$ cat src/rtl/alarm_set.sv
// Alarm time setting controller: key edge detection, field-select FSM,
// BCD field editing with wrap, alarm enable toggle and idle timeout.
//
// state  | meaning
// IDLE   | not editing, edit_sel = 0
// SET_HH | editing alarm hour, edit_sel = 1
// SET_MM | editing alarm minute, edit_sel = 2
// SET_SS | editing alarm second, edit_sel = 3
module alarm_set #(
    parameter logic [7:0]  RST_HH      = 8'h07,
    parameter logic [7:0]  RST_MM      = 8'h00,
    parameter logic [7:0]  RST_SS      = 8'h00,
    parameter logic [31:0] TIMEOUT_CYC = 32'd500_000_000
) (
    input  logic       clk,
    input  logic       rst_n,
    input  logic       key_mode,
    input  logic       key_inc,
    input  logic       key_dec,
    input  logic       key_en,
    output logic [7:0] alarm_hh,
    output logic [7:0] alarm_mm,
    output logic [7:0] alarm_ss,
    output logic       alarm_on,
    output logic [1:0] edit_sel
);

    typedef enum logic [1:0] {
        IDLE   = 2'd0,
        SET_HH = 2'd1,
        SET_MM = 2'd2,
        SET_SS = 2'd3
    } state_t;

    state_t      state;
    logic        prev_mode, prev_inc, prev_dec, prev_en;
    logic [31:0] tmo_cnt;

    logic ev_mode, ev_inc, ev_dec, ev_en, any_ev;
    logic inc_only, dec_only, timeout;

    // Wrap at max and carry between BCD digits; max is 8'h23 or 8'h59.
    function automatic logic [7:0] bcd_inc(input logic [7:0] v, input logic [7:0] max);
        if (v == max)
            return 8'h00;
        else if (v[3:0] == 4'd9)
            return {v[7:4] + 4'd1, 4'd0};
        else
            return {v[7:4], v[3:0] + 4'd1};
    endfunction

    function automatic logic [7:0] bcd_dec(input logic [7:0] v, input logic [7:0] max);
        if (v == 8'h00)
            return max;
        else if (v[3:0] == 4'd0)
            return {v[7:4] - 4'd1, 4'd9};
        else
            return {v[7:4], v[3:0] - 4'd1};
    endfunction

    assign ev_mode  = key_mode & ~prev_mode;
    assign ev_inc   = key_inc  & ~prev_inc;
    assign ev_dec   = key_dec  & ~prev_dec;
    assign ev_en    = key_en   & ~prev_en;
    assign any_ev   = ev_mode | ev_inc | ev_dec | ev_en;

    // A mode event or an inc/dec collision leaves every field untouched.
    assign inc_only = ev_inc & ~ev_dec & ~ev_mode;
    assign dec_only = ev_dec & ~ev_inc & ~ev_mode;
    assign timeout  = (state != IDLE) && (tmo_cnt == TIMEOUT_CYC - 32'd1);

    assign edit_sel = state;

    always_ff @(posedge clk or negedge rst_n) begin
        if (!rst_n) begin
            state     <= IDLE;
            alarm_hh  <= RST_HH;
            alarm_mm  <= RST_MM;
            alarm_ss  <= RST_SS;
            alarm_on  <= 1'b0;
            tmo_cnt   <= '0;
            prev_mode <= 1'b0;
            prev_inc  <= 1'b0;
            prev_dec  <= 1'b0;
            prev_en   <= 1'b0;
        end else begin
            prev_mode <= key_mode;
            prev_inc  <= key_inc;
            prev_dec  <= key_dec;
            prev_en   <= key_en;

            if (ev_en)
                alarm_on <= ~alarm_on;

            if (state == IDLE || any_ev || timeout)
                tmo_cnt <= '0;
            else
                tmo_cnt <= tmo_cnt + 32'd1;

            if (ev_mode) begin
                case (state)
                    IDLE:    state <= SET_HH;
                    SET_HH:  state <= SET_MM;
                    SET_MM:  state <= SET_SS;
                    default: state <= IDLE;
                endcase
            end else if (timeout) begin
                state <= IDLE;
            end else if (inc_only || dec_only) begin
                case (state)
                    SET_HH:  alarm_hh <= inc_only ? bcd_inc(alarm_hh, 8'h23) : bcd_dec(alarm_hh, 8'h23);
                    SET_MM:  alarm_mm <= inc_only ? bcd_inc(alarm_mm, 8'h59) : bcd_dec(alarm_mm, 8'h59);
                    SET_SS:  alarm_ss <= inc_only ? bcd_inc(alarm_ss, 8'h59) : bcd_dec(alarm_ss, 8'h59);
                    default: ;
                endcase
            end
        end
    end

endmodule

$ cat config.mk
export PLATFORM = sky130hd
export DESIGN_NAME = alarm_set
export DESIGN_NICKNAME = d
export VERILOG_FILES = /design/src/rtl/alarm_set.sv
export SDC_FILE = /design/constraint.sdc
export NUM_CORES = 1
export LEC_CHECK = 0
export ABC_AREA = 1
export CORE_MARGIN = 5
export CORE_UTILIZATION = 60
export CTS_CLUSTER_SIZE = 10
export DETAILED_ROUTE_END_ITERATION = 7
export MAX_ROUTING_LAYER = met4
export PLACE_DENSITY = 0.81
export SLEW_MARGIN = 10
export SYNTH_ARGS = -nofsm -noshare
export SYNTH_HDL_FRONTEND = slang
export SYNTH_SLANG_ARGS = --single-unit
$ cat constraint.sdc
create_clock -name clk -period 2.1 [get_ports clk]
set_input_delay 0.42 -clock clk [delete_from_list [all_inputs] [get_ports clk]]
set_output_delay 0.42 -clock clk [all_outputs]
set_load 0.02 [all_outputs]
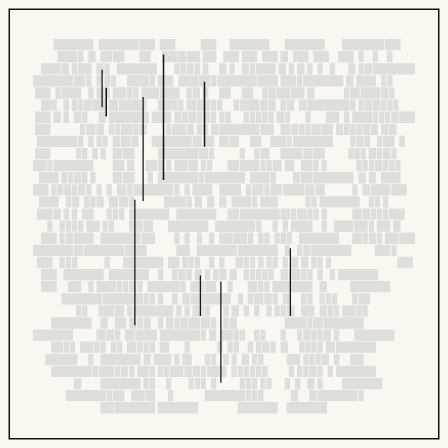
(the metal 4 layer)
The wires run mostly vertical. The layer carries 154 microns of wire. The longest straight run is 27.9 microns. The layer holds 1.5% of the routed length.
via count: 4237
WL final: 10500 microns

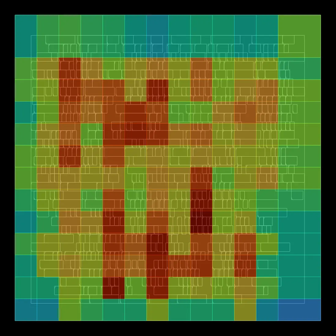
(congestion heat map)
met1 usage: 32.8%
met3 global-route usage: 5.08%
GRT Max-Usage Layer: met2

==> results_dict.tcl <==
# collected from the flow reports
set metrics [dict create \
    die_h_microns 96.2 \
    ys.flops 63 \
    cp_num_cells 1 \
    ys_sh_xor_pct 5.70 \
    rows 31 \
    drt_iter0_drc 245 \
    top_cells_by_count "nand2_1 (162), inv_1 (90), nor2_1 (90)" \
    cts.sinks 63 \
    whs_ns 0.0147 \
    nFillCells 614 \
    placed_cells 779 \
    synth_area_per_cell_sq_um 6.99 \
    cp_top_family "buffers and inverters" \
    hold_violations 0 \
    ys_sh_adder_pct 6.74 \
    top_cells_by_area "dfrtp_1 (34%), nand2_1 (14%), inv_1 (7.6%)" \
    seq_power_share_pct 34.7 \
    clk_pin_slew_ns 0.08 \
    boundaryPins 33 \
    comb-cell-share_pct 47.8 \
    intPower_mw 2.85 \
    slew_viol_final 0 \
    drc 0 \
    route.met2.wl_microns 5010 \
    seq_power_mw 1.76 \
    power_leakage_nw 2.46 \
    area_growth_pct 16.3 \
    n_tap_cell 99 \
    antenna_cells 0 \
    yosys.area.top_type_share_pct 33.7 \
    switching_share_pct 43.6 \
    wl_met3_microns 514 \
    die_area_sq_mm 0.00925 \
    slowest_delay_ns 0.62 \
    period_needed_ns 1.98 \
    clk_path_buf_depth 2 \
    netlist_logic_family_top "simple AND/OR/NAND/NOR gates" \
    clock_power_share_pct 17.9 \
    postCtsHoldBufs 0 \
    status "finished clean" \
    drtPass1Iterations 4 \
    fin_crit_sh_pct 94.4 \
    cts_resized 0 \
    dieWidth_microns 96.2 \
    clock_buffer_count 10 \
    largest_register_ffs 32 \
    synth_chip_area_sq_mm 0.00446 \
    path_max_fanout 8 \
    power_switching_mw 2.21 \
]
